**Run 1: metal layers overlaid**

Only two layers are drawn.
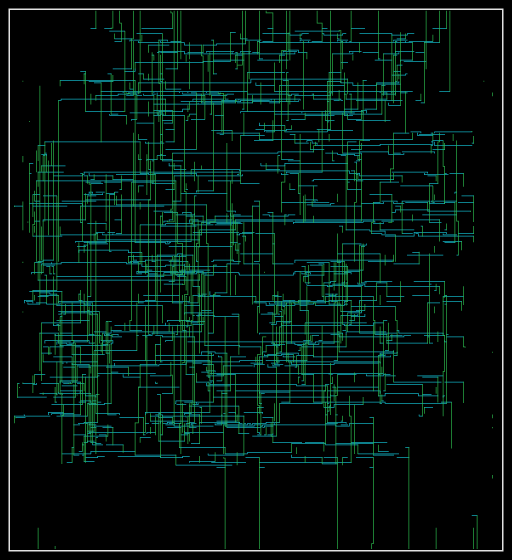
**Run 1: clock routing**

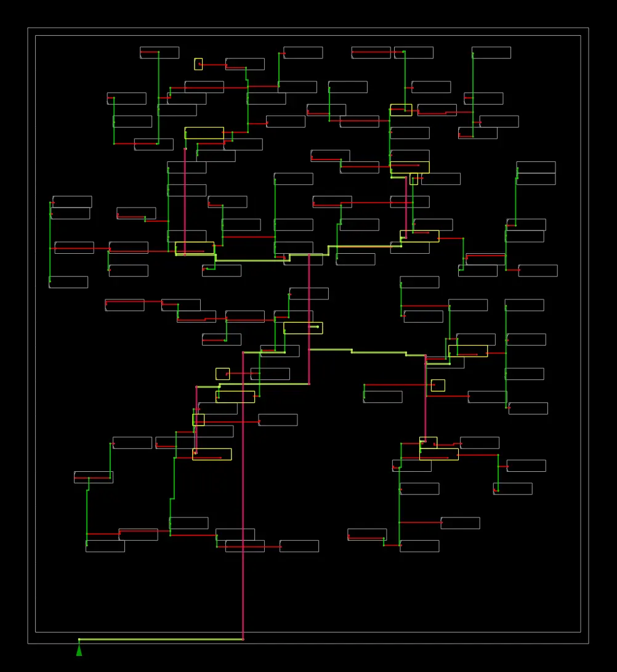
**Run 1: I/O pins on the die edge**

Pins as bars across the die edge, other pins in grey.
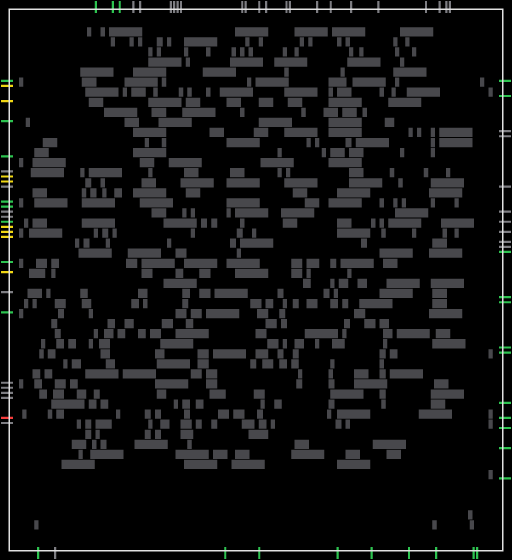
$ cat src/rtl/imem_loader_if.sv
// Byte-stream input and instruction-memory write/status bundle for imem_loader.
// The master side is the byte source and the consumer of the memory/CPU controls.
// The slave side is the loader itself.
interface imem_loader_if;
    logic        in_valid;
    logic [7:0]  in_data;
    logic        in_ready;
    logic        we;
    logic [31:0] waddr;
    logic [31:0] wdata;
    logic        cpu_hold;
    logic        load_done;
    logic        load_err;

    modport master (
        output in_valid, in_data,
        input  in_ready, we, waddr, wdata, cpu_hold, load_done, load_err
    );

    modport slave (
        input  in_valid, in_data,
        output in_ready, we, waddr, wdata, cpu_hold, load_done, load_err
    );
endinterface

$ cat src/rtl/imem_loader.sv
// imem_loader: boot-time writer for the instruction memory.
// Parses a framed byte stream (0xA5, 16-bit LE word count, LE payload words),
// writes one 32-bit word per 4 payload bytes and holds the CPU until loaded.
// Optional feature macro: IMLD_CHECKSUM_EN adds a trailing XOR checksum byte.
//
// state | meaning
// IDLE  | hunting for sync byte 0xA5, other bytes dropped
// LEN0  | waiting for word count low byte
// LEN1  | waiting for word count high byte, range check
// DATA  | assembling payload words, one write per 4th byte
// CSUM  | comparing trailing byte with payload XOR (IMLD_CHECKSUM_EN only)
// DONE  | image loaded, CPU released, 0xA5 restarts a load
// ERR   | frame error, stream blocked until reset
module imem_loader #(
    parameter int IM_SIZE = 1024,
    parameter int CNT_W   = 16
) (
    input  logic         clk,
    input  logic         reset,
    imem_loader_if.slave bus
);

    typedef enum logic [2:0] {
        S_IDLE,
        S_LEN0,
        S_LEN1,
        S_DATA,
`ifdef IMLD_CHECKSUM_EN
        S_CSUM,
`endif
        S_DONE,
        S_ERR
    } state_t;

    localparam logic [7:0] SYNC = 8'hA5;

    state_t           state_q, state_d;
    logic [CNT_W-1:0] cnt_q, cnt_d;
    logic [10:0]      idx_q, idx_d;
    logic [1:0]       bidx_q, bidx_d;
    logic [23:0]      asm_q, asm_d;
    logic             we_q, we_d;
    logic [31:0]      waddr_q, waddr_d;
    logic [31:0]      wdata_q, wdata_d;
`ifdef IMLD_CHECKSUM_EN
    logic [7:0]       csum_q, csum_d;
`endif

    logic             accept;
    logic [CNT_W-1:0] n_full;
    logic             last_word;

    assign bus.in_ready = ~reset & (state_q != S_ERR);
    assign accept       = bus.in_valid & bus.in_ready;
    assign n_full       = {bus.in_data, cnt_q[7:0]};
    assign last_word    = ({{(CNT_W-11){1'b0}}, idx_q} + CNT_W'(1)) == cnt_q;

    assign bus.we        = we_q;
    assign bus.waddr     = waddr_q;
    assign bus.wdata     = wdata_q;
    assign bus.cpu_hold  = (state_q != S_DONE);
    assign bus.load_done = (state_q == S_DONE);
    assign bus.load_err  = (state_q == S_ERR);

    // Frame parsing: next state, word assembly and write strobe generation.
    always_comb begin
        state_d = state_q;
        cnt_d   = cnt_q;
        idx_d   = idx_q;
        bidx_d  = bidx_q;
        asm_d   = asm_q;
        we_d    = 1'b0;
        waddr_d = waddr_q;
        wdata_d = wdata_q;
`ifdef IMLD_CHECKSUM_EN
        csum_d  = csum_q;
`endif
        case (state_q)
            S_IDLE, S_DONE: begin
                if (accept && bus.in_data == SYNC) begin
                    state_d = S_LEN0;
                    cnt_d   = '0;
`ifdef IMLD_CHECKSUM_EN
                    csum_d  = 8'h00;
`endif
                end
            end
            S_LEN0: begin
                if (accept) begin
                    cnt_d[7:0] = bus.in_data;
                    state_d    = S_LEN1;
                end
            end
            S_LEN1: begin
                if (accept) begin
                    cnt_d  = n_full;
                    idx_d  = '0;
                    bidx_d = '0;
                    if (n_full == '0)
                        state_d = S_DONE;
                    else if (n_full > CNT_W'(IM_SIZE))
                        state_d = S_ERR;
                    else
                        state_d = S_DATA;
                end
            end
            S_DATA: begin
                if (accept) begin
                    bidx_d = bidx_q + 2'd1;
                    asm_d  = {bus.in_data, asm_q[23:8]};
`ifdef IMLD_CHECKSUM_EN
                    csum_d = csum_q ^ bus.in_data;
`endif
                    if (bidx_q == 2'd3) begin
                        we_d    = 1'b1;
                        waddr_d = {19'd0, idx_q, 2'b00};
                        wdata_d = {bus.in_data, asm_q};
                        idx_d   = idx_q + 11'd1;
                        if (last_word) begin
`ifdef IMLD_CHECKSUM_EN
                            state_d = S_CSUM;
`else
                            state_d = S_DONE;
`endif
                        end
                    end
                end
            end
`ifdef IMLD_CHECKSUM_EN
            S_CSUM: begin
                if (accept)
                    state_d = (bus.in_data == csum_q) ? S_DONE : S_ERR;
            end
`endif
            S_ERR: state_d = S_ERR;
            default: state_d = S_IDLE;
        endcase
    end

    // State and datapath registers; reset discards any partial frame.
    always_ff @(posedge clk or posedge reset) begin
        if (reset) begin
            state_q <= S_IDLE;
            cnt_q   <= '0;
            idx_q   <= '0;
            bidx_q  <= '0;
            asm_q   <= '0;
            we_q    <= 1'b0;
            waddr_q <= '0;
            wdata_q <= '0;
`ifdef IMLD_CHECKSUM_EN
            csum_q  <= '0;
`endif
        end else begin
            state_q <= state_d;
            cnt_q   <= cnt_d;
            idx_q   <= idx_d;
            bidx_q  <= bidx_d;
            asm_q   <= asm_d;
            we_q    <= we_d;
            waddr_q <= waddr_d;
            wdata_q <= wdata_d;
`ifdef IMLD_CHECKSUM_EN
            csum_q  <= csum_d;
`endif
        end
    end

endmodule
$ cat src/flat_wrapper.sv
// flat-port wrapper written by rule: the top's interface ports become plain ports
module imem_loader_flat 
#(
    parameter int IM_SIZE = 1024,
    parameter int CNT_W   = 16
)
  (clk, reset, bus_in_valid, bus_in_data, bus_in_ready, bus_we, bus_waddr, bus_wdata, bus_cpu_hold, bus_load_done, bus_load_err);
  imem_loader_if bus_i ();
  input  logic clk;
  input  logic reset;
  input wire logic [$bits(bus_i.in_valid)-1:0] bus_in_valid;
  input wire logic [$bits(bus_i.in_data)-1:0] bus_in_data;
  output wire logic [$bits(bus_i.in_ready)-1:0] bus_in_ready;
  output wire logic [$bits(bus_i.we)-1:0] bus_we;
  output wire logic [$bits(bus_i.waddr)-1:0] bus_waddr;
  output wire logic [$bits(bus_i.wdata)-1:0] bus_wdata;
  output wire logic [$bits(bus_i.cpu_hold)-1:0] bus_cpu_hold;
  output wire logic [$bits(bus_i.load_done)-1:0] bus_load_done;
  output wire logic [$bits(bus_i.load_err)-1:0] bus_load_err;
  assign bus_i.in_valid = bus_in_valid;
  assign bus_i.in_data = bus_in_data;
  assign bus_in_ready = bus_i.in_ready;
  assign bus_we = bus_i.we;
  assign bus_waddr = bus_i.waddr;
  assign bus_wdata = bus_i.wdata;
  assign bus_cpu_hold = bus_i.cpu_hold;
  assign bus_load_done = bus_i.load_done;
  assign bus_load_err = bus_i.load_err;
  imem_loader #(.IM_SIZE(IM_SIZE), .CNT_W(CNT_W)) u_core (.clk(clk), .reset(reset), .bus(bus_i));
endmodule
$ cat config.mk
export PLATFORM = sky130hd
export DESIGN_NAME = imem_loader_flat
export DESIGN_NICKNAME = d
export VERILOG_FILES = /design/src/rtl/imem_loader_if.sv /design/src/rtl/imem_loader.sv /design/src/flat_wrapper.sv
export SDC_FILE = /design/constraint.sdc
export NUM_CORES = 1
export LEC_CHECK = 0
export CELL_PAD_IN_SITES_DETAIL_PLACEMENT = 1
export CELL_PAD_IN_SITES_GLOBAL_PLACEMENT = 2
export CORE_ASPECT_RATIO = 1.1
export CORE_MARGIN = 1.5
export CORE_UTILIZATION = 25
export DETAILED_ROUTE_END_ITERATION = 8
export DONT_BUFFER_PORTS = 1
export PLACE_DENSITY = 0.53
export SETUP_SLACK_MARGIN = 0.02
export SYNTH_ARGS = -nofsm -noshare
export SYNTH_HDL_FRONTEND = slang
export SYNTH_SLANG_ARGS = --single-unit
$ cat constraint.sdc
create_clock -name clk -period 4.3 [get_ports clk]
set_input_delay 0.86 -clock clk [delete_from_list [all_inputs] [get_ports clk]]
set_output_delay 0.86 -clock clk [all_outputs]
set_load 0.02 [all_outputs]
==> results.ini, run 1 <==
[placed_design]
place_congestion = 0.738
dp_hpwl_mm = 8.18
portBuffers = 0

[final_timing]
slew_violations = 0
tns_ns = 0
post-route-min-period_ns = 2.62
rsz0062_at_grt = false
setup_viol = 0

[setup_path]
timing.rr.start = u_core.state_q[0]
r2r_slack_ns = 1.68
cp_slowest_cell = dfrtp_1
reg2reg_to = u_core.bus.waddr[12]
rr_worst_depth = 6
max_stage_delay_ns = 0.58
endpoint = u_core.bus.waddr[12]
startpoint = u_core.state_q[0]
path_depth = 6
crit_chain = nor2b_1 > and3_1 > buf_4 > nand2_2 > inv_2 > mux2_2

[synth]
logic_family = simple AND/OR/NAND/NOR gates
synthCells = 446
ys_sh_simple_pct = 15.9
top_cell = nand2_1

[drt]
dr_wl_met3_microns = 558
ant_nets = 0
vias_per_cell = 4.54
top_layer = met4
num_vias = 3102

[global_routing]
grt.overflow.total = 0
grt_pass1_vias = 3285
use_met3_pct = 3.27
antenna_found_initial = 0

[floorplan]
rows = 52
pin_count = 80
die_h_microns = 146

[final_layout]
area_share_clock_buf_inv_pct = 5.63
comb_share_pct = 37.9
fillCellCount = 2074
signal_buffers = 4
logic_gates = 314
n_clock_buffer = 10
lay_top_cells = 108 x nand2_1, 100 x dfrtp_1, 45 x mux2_2
final-nonclk-buf-share_pct = 0.592
layout_top_cell = nand2_1
insertedDiodeCount = 0
logic_area_sq_um = 1920
final_area_sq_um = 5070

[clock_network]
cts_setup_buffers = 0
post_cts_resize_count = 0
cts_tree = done

[pwr]
power_density_nw_per_um2 = 465
sequentialPower_uw = 1190
switchingPower_uw = 712
finalPower_uw = 2360
internal_power_uw = 1640
maxPowerGroup = sequential cells

[run_status]
outcome = finished, final reports clean

Notes on 'metal layers overlaid' above:
- M1: cyan (wire length 5640 microns)
- M2: green (wire length 5340 microns)

Notes on 'clock routing' above:
clk_skew: 0.00682 ns
Clk. pwr: 788 uW
Latency at later pin: 0.35 ns

Notes on 'I/O pins on the die edge' above:
- bus_waddr: green (pins 32; direction output; edge 12 right, 9 bottom, 8 left, 3 top)
- bus_load_done: red (pins 1; direction output; edge left)
- bus_in_data: yellow (pins 8; direction input; edge left)

**Run 1: register map, names as in the netlist**

Bar = 50 microns.
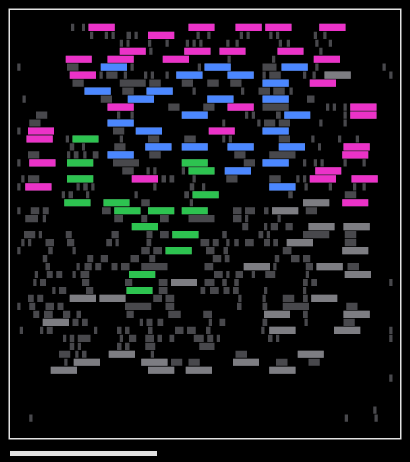

--- run 2 (diff from run 1) ---
- PLACE_DENSITY: 0.53 -> 0.55
- clock period: 4.3 -> 2.3 ns (I/O delays scaled with it)
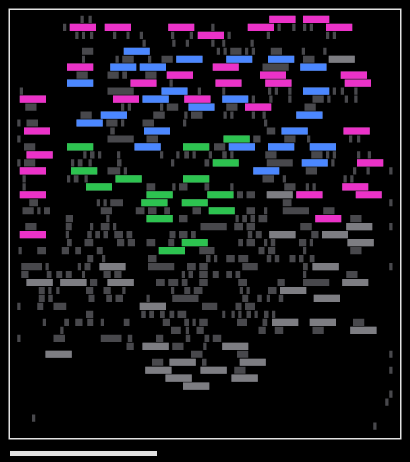
**Above:** run 2 (register map, names as in the netlist).
Bar = 50 microns.
- u_core.cnt_q: green (placed flops 16; where middle)
- u_core.asm_q: blue (placed flops 24)
- u_core.bus.wdata: magenta (placed flops 32)
- not coloured: 28

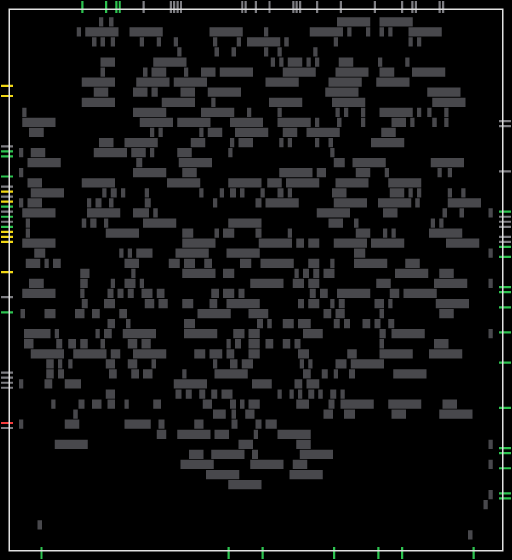
**Above:** run 2 (I/O pins on the die edge).
Pins as bars across the die edge, other pins in grey.
- bus_load_done: red (pins 1; direction output; edge left)
- bus_waddr: green (pins 32; direction output; edge 14 right, 7 bottom, 7 left, 4 top)
- bus_in_data: yellow (pins 8; direction input; edge left)

==> results.ini, run 2 <==
[setup_path]
max_stage_delay_ns = 0.47
endpoint = u_core.state_q[1]
rr_worst_depth = 7
path_depth = 7
cp_slowest_cell = dfrtp_1
end_kind = flop
path_max_fanout = 7
r2r_slack_ns = 0.25
timing.rr.start = u_core.idx_q[0]
crit_chain = ha_2 > nand2_1 > nor3_2 > xnor2_1 > nor3_1 > o2111ai_2 > o31a_1
startpoint = u_core.idx_q[0]
reg2reg_to = u_core.state_q[1]

[pwr]
finalPower_uw = 4460
power_frac_comb_pct = 17.7
pwr.group.clock_uw = 1480
internal_power_uw = 3090
irDropWorstVdd_mv = 0.357
maxPowerGroup = sequential cells
sequentialPower_uw = 2190
power_density_nw_per_um2 = 864
switchingPower_uw = 1370

[floorplan]
dieArea_sq_um = 19400
die_h_microns = 146
rows = 52
initial_core_util_pct = 25.4
pin_count = 80

[final_timing]
fin_skew_ns = 0.00881
fin_ws_ns = 0.249
max_freq_mhz = 488
post-route-min-period_ns = 2.05
rsz0062_at_grt = false
tns_ns = 0
setup_viol = 0
slew_violations = 0

[placed_design]
placed_area_sq_um = 4870
dp_slack_ns = 0.132
portBuffers = 0
dp_hpwl_mm = 8.00
place_congestion = 0.757

[final_layout]
insertedDiodeCount = 0
area_share_clock_buf_inv_pct = 5.45
signal_buffers = 12
final-nonclk-buf-share_pct = 2.23
nNetsFinal = 457
logic_area_sq_um = 1930
fillCellCount = 2078
logic_gates = 314
lay_top_cells = 108 x nand2_1, 100 x dfrtp_1, 45 x mux2_2
n_clock_buffer = 9
final_area_sq_um = 5170
comb_share_pct = 37.4
layout_top_cell = nand2_1

[clock_network]
cts.htree.levels = 3
cts_setup_buffers = 0
clk_latency_ns = 0.35
cts_tree = done
post_cts_resize_count = 0
cts_root_buf = clkbuf_16
path_clk_slew_ns = 0.07

[synth]
ys_sh_simple_pct = 15.9
yosys.area_share.aoi_pct = 9.21
syn_area_per_cell_sq_um = 10.4
async_flop_share_pct = 100
logic_family = simple AND/OR/NAND/NOR gates
ys_cells = 446
ys_ff = 100
top_cell = nand2_1
ys_seq_share_pct = 53.9
synthCells = 446
netlist.area_leader.share_pct = 53.9

[drt]
ant_nets = 0
wl_per_cell_microns = 17.0
routed_wirelength_mm = 11.8
num_vias = 3134
dr_wl_met3_microns = 570
vias_per_cell = 4.53
top_layer = met4

[global_routing]
antenna_found_initial = 0
grtUsageMet1_pct = 17.9
grt_pass1_vias = 3381
grt_use_met2_pct = 19.8
use_met3_pct = 3.27
grt.overflow.total = 0

[run_status]
outcome = finished, final reports clean

No activity file was given, so power comes from the tool's default toggle rates.
